<file path="config.mk">
export PLATFORM = sky130hd
export DESIGN_NAME = axi_lite_slave_regs
export DESIGN_NICKNAME = d
export VERILOG_FILES = /design/src/rtl/axi_lite_pkg.sv /design/src/rtl/axi_lite_regfile.sv /design/src/rtl/axi_lite_slave_regs.sv
export SDC_FILE = /design/constraint.sdc
export NUM_CORES = 1
export LEC_CHECK = 0
export CAP_MARGIN = 20
export CORE_AREA = 10 10 258 260
export CTS_BUF_LIST = sky130_fd_sc_hd__clkbuf_8 sky130_fd_sc_hd__clkbuf_16
export CTS_CLUSTER_SIZE = 12
export DETAILED_ROUTE_END_ITERATION = 16
export DIE_AREA = 0 0 268 270
export GPL_ROUTABILITY_DRIVEN = 0
export GPL_TIMING_DRIVEN = 0
export PLACE_DENSITY = 0.75
export SYNTH_ARGS = -nofsm -noshare
export SYNTH_HDL_FRONTEND = slang
export SYNTH_SLANG_ARGS = --single-unit
</file>
<file path="constraint.sdc">
create_clock -name ACLK -period 2.63 [get_ports ACLK]
set_clock_uncertainty 0.2 [all_clocks]
set_input_delay 0.6575 -clock ACLK [delete_from_list [all_inputs] [get_ports ACLK]]
set_output_delay 0.6575 -clock ACLK [all_outputs]
set_load 0.02 [all_outputs]
</file>
<file path="src/rtl/axi_lite_pkg.sv">
// Shared AXI4-Lite types and constants for the slave register bank.
package axi_lite_pkg;

  localparam int AXI_DATA_W = 32;
  localparam int AXI_STRB_W = AXI_DATA_W / 8;

  typedef logic [1:0] axi_resp_t;

  localparam axi_resp_t RESP_OKAY   = 2'b00;
  localparam axi_resp_t RESP_SLVERR = 2'b10;

  typedef enum logic [1:0] {
    W_IDLE,
    W_COMMIT,
    W_RESP
  } wr_state_t;

endpackage

</file>
<file path="src/rtl/axi_lite_regfile.sv">
// Byte-strobed register array with a combinational read port and fabric outputs.
// With AXI_LITE_SLAVE_ID_REG_EN the last register is a constant ID_VALUE.
module axi_lite_regfile
  import axi_lite_pkg::*;
#(
  parameter int                    NUM_REGS = 16,
  parameter logic [AXI_DATA_W-1:0] ID_VALUE = 32'hA11E_0001,
  parameter int                    IDX_W    = $clog2(NUM_REGS)
) (
  input  logic                           clk,
  input  logic                           rst_n,
  input  logic                           i_wr_en,
  input  logic [IDX_W-1:0]               i_wr_idx,
  input  logic [AXI_DATA_W-1:0]          i_wr_data,
  input  logic [AXI_STRB_W-1:0]          i_wr_strb,
  input  logic [IDX_W-1:0]               i_rd_idx,
  output logic [AXI_DATA_W-1:0]          o_rd_data,
  output logic [NUM_REGS*AXI_DATA_W-1:0] o_reg_q,
  output logic [NUM_REGS-1:0]            o_reg_wr
);

`ifdef AXI_LITE_SLAVE_ID_REG_EN
  localparam int RW_REGS = NUM_REGS - 1;
`else
  localparam int RW_REGS = NUM_REGS;
  logic w_unused_id;
  assign w_unused_id = ^ID_VALUE;
`endif

  logic [AXI_DATA_W-1:0] r_regs [NUM_REGS];
  logic [AXI_DATA_W-1:0] w_q    [NUM_REGS];
  logic [NUM_REGS-1:0]   r_reg_wr;

  always_ff @(posedge clk or negedge rst_n) begin
    if (!rst_n) begin
      // NOTE: the array lives in flops, not RAM, so it is reset like any other state.
      for (int i = 0; i < NUM_REGS; i++) r_regs[i] <= '0;
      r_reg_wr <= '0;
    end else begin
      // NOTE: non-blocking assignments keep every flop sampling pre-edge values.
      r_reg_wr <= '0;
      for (int i = 0; i < RW_REGS; i++) begin
        if (i_wr_en && i_wr_idx == IDX_W'(i)) begin
          r_reg_wr[i] <= 1'b1;
          for (int b = 0; b < AXI_STRB_W; b++) begin
            if (i_wr_strb[b]) r_regs[i][8*b +: 8] <= i_wr_data[8*b +: 8];
          end
        end
      end
    end
  end

  for (genvar g = 0; g < NUM_REGS; g++) begin : g_q
    if (g < RW_REGS) begin : g_rw
      assign w_q[g] = r_regs[g];
    end else begin : g_id
      assign w_q[g] = ID_VALUE;
    end
    assign o_reg_q[AXI_DATA_W*g +: AXI_DATA_W] = w_q[g];
  end

  always_comb begin
    // NOTE: default first so every path assigns the output and no latch is inferred.
    o_rd_data = '0;
    for (int i = 0; i < NUM_REGS; i++) begin
      if (i_rd_idx == IDX_W'(i)) o_rd_data = w_q[i];
    end
  end

  assign o_reg_wr = r_reg_wr;

endmodule

</file>
<file path="src/rtl/axi_lite_slave_regs.sv">
// AXI4-Lite slave register bank: independent write/read channel FSMs over axi_lite_regfile.
// Optional read-only ID register at index NUM_REGS-1 under AXI_LITE_SLAVE_ID_REG_EN.
module axi_lite_slave_regs
  import axi_lite_pkg::*;
#(
  parameter int                    ADDR_W   = 32,
  parameter int                    NUM_REGS = 16,
  parameter logic [AXI_DATA_W-1:0] ID_VALUE = 32'hA11E_0001
) (
  input  logic                           ACLK,
  input  logic                           ARESETn,
  input  logic [ADDR_W-1:0]              S_AXI_AWADDR,
  input  logic                           S_AXI_AWVALID,
  output logic                           S_AXI_AWREADY,
  input  logic [2:0]                     S_AXI_AWPROT,
  input  logic [AXI_DATA_W-1:0]          S_AXI_WDATA,
  input  logic [AXI_STRB_W-1:0]          S_AXI_WSTRB,
  input  logic                           S_AXI_WVALID,
  output logic                           S_AXI_WREADY,
  output logic [1:0]                     S_AXI_BRESP,
  output logic                           S_AXI_BVALID,
  input  logic                           S_AXI_BREADY,
  input  logic [ADDR_W-1:0]              S_AXI_ARADDR,
  input  logic                           S_AXI_ARVALID,
  output logic                           S_AXI_ARREADY,
  input  logic [2:0]                     S_AXI_ARPROT,
  output logic [AXI_DATA_W-1:0]          S_AXI_RDATA,
  output logic [1:0]                     S_AXI_RRESP,
  output logic                           S_AXI_RVALID,
  input  logic                           S_AXI_RREADY,
  output logic [NUM_REGS*AXI_DATA_W-1:0] REG_Q,
  output logic [NUM_REGS-1:0]            REG_WR
);

  localparam int                IDX_W = $clog2(NUM_REGS);
  localparam logic [ADDR_W-1:0] LIMIT = ADDR_W'(NUM_REGS);

  wr_state_t             r_state, w_state_next;
  logic                  r_aw_got, r_w_got, w_aw_got_next, w_w_got_next;
  logic                  r_awready, r_wready, w_awready_next, w_wready_next;
  logic                  r_bvalid, w_bvalid_next;
  axi_resp_t             r_bresp, w_bresp_next;
  logic [ADDR_W-3:0]     r_aw_idx;
  logic [AXI_DATA_W-1:0] r_wdata;
  logic [AXI_STRB_W-1:0] r_wstrb;
  logic                  w_aw_hs, w_w_hs, w_wr_in_range, w_wr_ok, w_wr_en;

  logic                  r_arready, r_rvalid, w_ar_hs, w_rd_in_range;
  logic [AXI_DATA_W-1:0] r_rdata, w_rd_data;
  axi_resp_t             r_rresp;

  assign w_aw_hs       = r_awready && S_AXI_AWVALID;
  assign w_w_hs        = r_wready && S_AXI_WVALID;
  assign w_wr_in_range = {2'b00, r_aw_idx} < LIMIT;
`ifdef AXI_LITE_SLAVE_ID_REG_EN
  assign w_wr_ok = w_wr_in_range && ({2'b00, r_aw_idx} != ADDR_W'(NUM_REGS - 1));
`else
  assign w_wr_ok = w_wr_in_range;
`endif

  always_comb begin
    w_state_next  = r_state;
    w_aw_got_next = r_aw_got;
    w_w_got_next  = r_w_got;
    w_bvalid_next = r_bvalid;
    w_bresp_next  = r_bresp;
    w_wr_en       = 1'b0;
    case (r_state)
      W_IDLE: begin
        w_aw_got_next = r_aw_got || w_aw_hs;
        w_w_got_next  = r_w_got || w_w_hs;
        if (w_aw_got_next && w_w_got_next) w_state_next = W_COMMIT;
      end
      W_COMMIT: begin
        w_wr_en      = w_wr_ok;
        w_bresp_next = w_wr_ok ? RESP_OKAY : RESP_SLVERR;
        w_state_next = W_RESP;
      end
      W_RESP: begin
        if (r_bvalid && S_AXI_BREADY) begin
          w_bvalid_next = 1'b0;
          w_aw_got_next = 1'b0;
          w_w_got_next  = 1'b0;
          w_state_next  = W_IDLE;
        end else begin
          w_bvalid_next = 1'b1;
        end
      end
      default: w_state_next = W_IDLE;
    endcase
    // Ready is registered so it sits low while reset is asserted.
    w_awready_next = (w_state_next == W_IDLE) && !w_aw_got_next;
    w_wready_next  = (w_state_next == W_IDLE) && !w_w_got_next;
  end

  always_ff @(posedge ACLK or negedge ARESETn) begin
    if (!ARESETn) begin
      r_state   <= W_IDLE;
      r_aw_got  <= 1'b0;
      r_w_got   <= 1'b0;
      r_awready <= 1'b0;
      r_wready  <= 1'b0;
      r_bvalid  <= 1'b0;
      r_bresp   <= RESP_OKAY;
      r_aw_idx  <= '0;
      r_wdata   <= '0;
      r_wstrb   <= '0;
    end else begin
      r_state   <= w_state_next;
      r_aw_got  <= w_aw_got_next;
      r_w_got   <= w_w_got_next;
      r_awready <= w_awready_next;
      r_wready  <= w_wready_next;
      r_bvalid  <= w_bvalid_next;
      r_bresp   <= w_bresp_next;
      if (w_aw_hs) r_aw_idx <= S_AXI_AWADDR[ADDR_W-1:2];
      if (w_w_hs) begin
        r_wdata <= S_AXI_WDATA;
        r_wstrb <= S_AXI_WSTRB;
      end
    end
  end

  assign w_ar_hs       = r_arready && S_AXI_ARVALID;
  assign w_rd_in_range = {2'b00, S_AXI_ARADDR[ADDR_W-1:2]} < LIMIT;

  always_ff @(posedge ACLK or negedge ARESETn) begin
    if (!ARESETn) begin
      r_arready <= 1'b0;
      r_rvalid  <= 1'b0;
      r_rdata   <= '0;
      r_rresp   <= RESP_OKAY;
    end else begin
      if (w_ar_hs) begin
        r_rvalid <= 1'b1;
        r_rdata  <= w_rd_in_range ? w_rd_data : '0;
        r_rresp  <= w_rd_in_range ? RESP_OKAY : RESP_SLVERR;
      end else if (r_rvalid && S_AXI_RREADY) begin
        r_rvalid <= 1'b0;
      end
      r_arready <= !(w_ar_hs || (r_rvalid && !S_AXI_RREADY));
    end
  end

  axi_lite_regfile #(
    .NUM_REGS (NUM_REGS),
    .ID_VALUE (ID_VALUE),
    .IDX_W    (IDX_W)
  ) u_regfile (
    .clk       (ACLK),
    .rst_n     (ARESETn),
    .i_wr_en   (w_wr_en),
    .i_wr_idx  (r_aw_idx[IDX_W-1:0]),
    .i_wr_data (r_wdata),
    .i_wr_strb (r_wstrb),
    .i_rd_idx  (S_AXI_ARADDR[IDX_W+1:2]),
    .o_rd_data (w_rd_data),
    .o_reg_q   (REG_Q),
    .o_reg_wr  (REG_WR)
  );

  logic w_unused;
  assign w_unused = ^{S_AXI_AWPROT, S_AXI_ARPROT, S_AXI_AWADDR[1:0], S_AXI_ARADDR[1:0]};

  assign S_AXI_AWREADY = r_awready;
  assign S_AXI_WREADY  = r_wready;
  assign S_AXI_BVALID  = r_bvalid;
  assign S_AXI_BRESP   = r_bresp;
  assign S_AXI_ARREADY = r_arready;
  assign S_AXI_RVALID  = r_rvalid;
  assign S_AXI_RDATA   = r_rdata;
  assign S_AXI_RRESP   = r_rresp;

endmodule

</file>
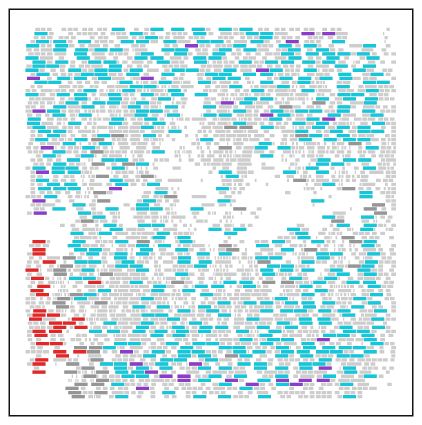
Fig. 1. Register map, names as in the netlist.
(1.5 px per um) Other sequential cells in the stronger grey, the rest of the logic in the fainter grey.
purple -> r_wdata  # flops 32, where spread over the die
cyan -> u_regfile.o_reg_q  # flops 512, where spread over the die
red -> r_aw_idx  # flops 30, where lower left
flop share of the area: 38.02%
Seq. pwr: 11100 uW

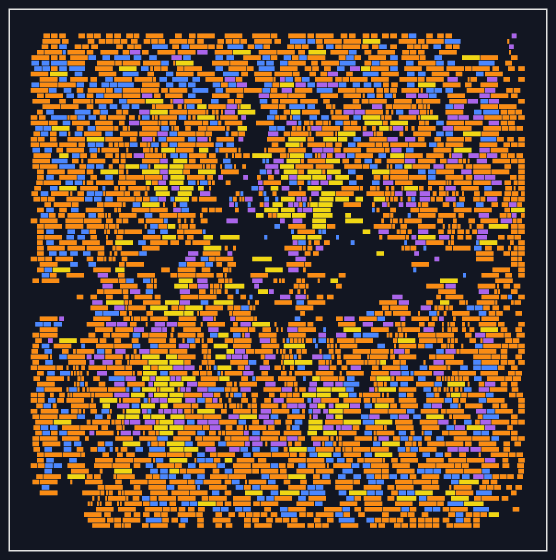
Fig. 2. Sizing map.
(2 px per um)
purple -> _3 and _4 cells  # cells 291, share 9.7%, most used mux2_4
orange -> _0 and _1 cells  # cells 1975, share 66%, most used dfrtp_1
yellow -> _6 and larger  # cells 223, share 7.4%, most used clkbuf_16
blue -> _2 cells  # cells 524, share 17%, most used mux2_2
Layout Cell Area excl Fill: 41930 um^2
Area growth syn-to-layout: 43.23%
final worst slack: -0.06952 ns
Signal buffers: 903

==> flow_summary.ini <==
; generated from flow reports
[run_status]
outcome = finished with violations
violations = negative hold slack, negative setup slack

[yosys]
synth_warnings = 0
ys_async_sr_fraction_pct = 100.0
synthXorXnorAreaFrac_pct = 0
synth_area_um2 = 29270
ys_chip_area_um2 = 29270
synth-edff-count = 0
fa_ha_area_share_pct = 0
largest_area_cell = dfrtp_1
synthTopCellsByCount = 637 x dfrtp_1, 605 x mux2_2, 109 x nand2_1
synth.avg_cell_area_um2 = 13.72

[clock_network]
cts_root_buffer = clkbuf_16
htree_levels = 3
cts.sinks = 637
tritoncts = done
clkLatencyLatePin_ns = 0.61
clockBufferDepth = 3
clk_pin_slew_worst_paths_ns = 0.06
post_cts_resized = 195

[final_timing]
whs_ns = -0.2019
finalHoldViolCount = 64
rsz0062_at_grt = true
setup_slack_ns = -0.06952
maxSlewViolCount = 0
finalSetupViolations = 77

[detailed_routing]
antenna_left = 0
dr.pass1.iters = 6
viasPerCell = 6.465
highest_layer = met5
routedWlPerCell_um = 38.26
drtIter0Drc = 3361
post-route-drc-count = 0
wl_met2_um = 65930

[final_layout]
comb_area_um2 = 13590
num-clock-buffers = 87
nets = 3084
nMultiInputCombCells = 1348
nNonClkInverters = 12
seq_area_um2 = 15940
antenna_cells = 2
largest_reg_flops = 512
largest_class = sequential cells
clk_share_pct = 5.186
final_cell_mix = 637 x dfrtp_1, 615 x clkdlybuf4s50_1, 418 x mux2_2, 188 x mux2_4, 97 x nand2_1
drive_gt1_share_pct = 34.45

[power]
p_total_uw = 24860
p_switching_uw = 7740
swShare_pct = 31.13
clock_net_power_uw = 9590
power_frac_seq_pct = 44.8
powerComb_uw = 4120
p_comb_share_pct = 16.6
power_leader = sequential cells
p_per_area_nw_per_um2 = 593.0

[global_routing]
antenna_found_initial = 9
grt_max_degree = 128
grt_pass1_wl_um = 197800
grt_pass1_vias = 25080

[worst_setup_path]
critPathMaxStageDelay_ns = 0.38
reg2reg_to = u_regfile.o_reg_q[394]
crit_slowest_cell = dfrtp_1
path_cells = nor4_2 > and4_1 > buf_6 > buf_6 > nand4_4 > buf_12 > buf_16 > nor2_8 > mux2_4
critical-path-top-delay-family = simple AND/OR/NAND/NOR gates
timing_worst_setup_path_type = flip-flop to flip-flop
required_ns = 2.91
cp_common_cell = buf_6
rr_startpoint = r_aw_idx[24]

[placed_design]
dp_hpwl_um = 104100
io_buffers = 667
dpl_cell_area_um2 = 37190

[job]
maxCapViolCount = 0

[min_path]
worstHoldPathType = input port to async pin

[floorplan]
fp-row-count = 91
dieHeight_um = 270
core_area_um2 = 61260
ios = 682
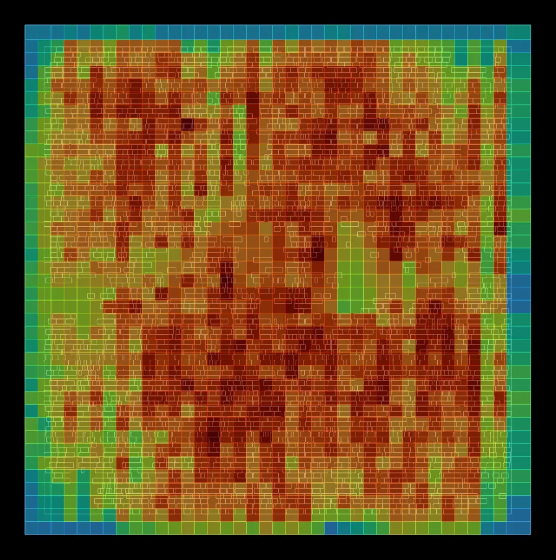
Fig. 3. Congestion heat map.
met1 Usage GRT: 44.42%
routing usage on met3: 15.66%
GRT busiest layer: met2
Util after Layout: 68.45%
M2 GR Usage: 60.64%

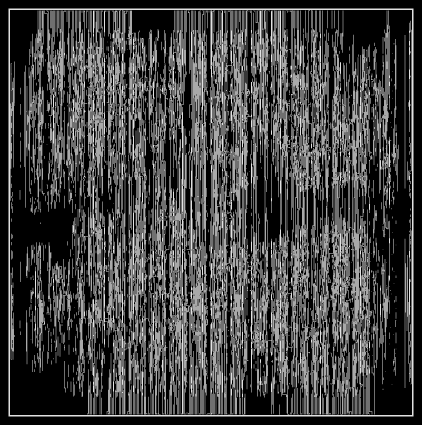
Fig. 4. Met2 routing.
(1.5 px per um)
main direction = vertical
longest straight run = 128 um
wire length on this layer = 65.9 mm
Routed WL: 145600 um
via count: 24600

[worst max path at each step]
stage / from / to / cells past startpoint / slack (ns)
after floorplan: S_AXI_ARADDR[3] / S_AXI_RDATA[15] / 7 / 0.07
after global placement: ARESETn / u_regfile.o_reg_q[0] / 1 / -26.81
after detailed placement: S_AXI_ARADDR[2] / S_AXI_RDATA[25] / 9 / -1.65
after CTS: u_regfile.o_reg_q[463] / REG_Q[463] / 1 / 0.0003
after global routing: r_aw_idx[29] / u_regfile.o_reg_q[394] / 9 / -0.10
final: r_aw_idx[24] / u_regfile.o_reg_q[394] / 9 / -0.07
[metrics by stage]
step | utilization (%) | setup WS, ns
after floorplan | - | 0.07389
after global placement | 60.31 | -26.81
after detailed placement | 60.71 | -1.653
after CTS | 66.27 | 0.0003016
after global routing | 68.44 | -0.1016
final | 68.45 | -0.06952
No activity file was given, so power comes from the tool's default toggle rates.
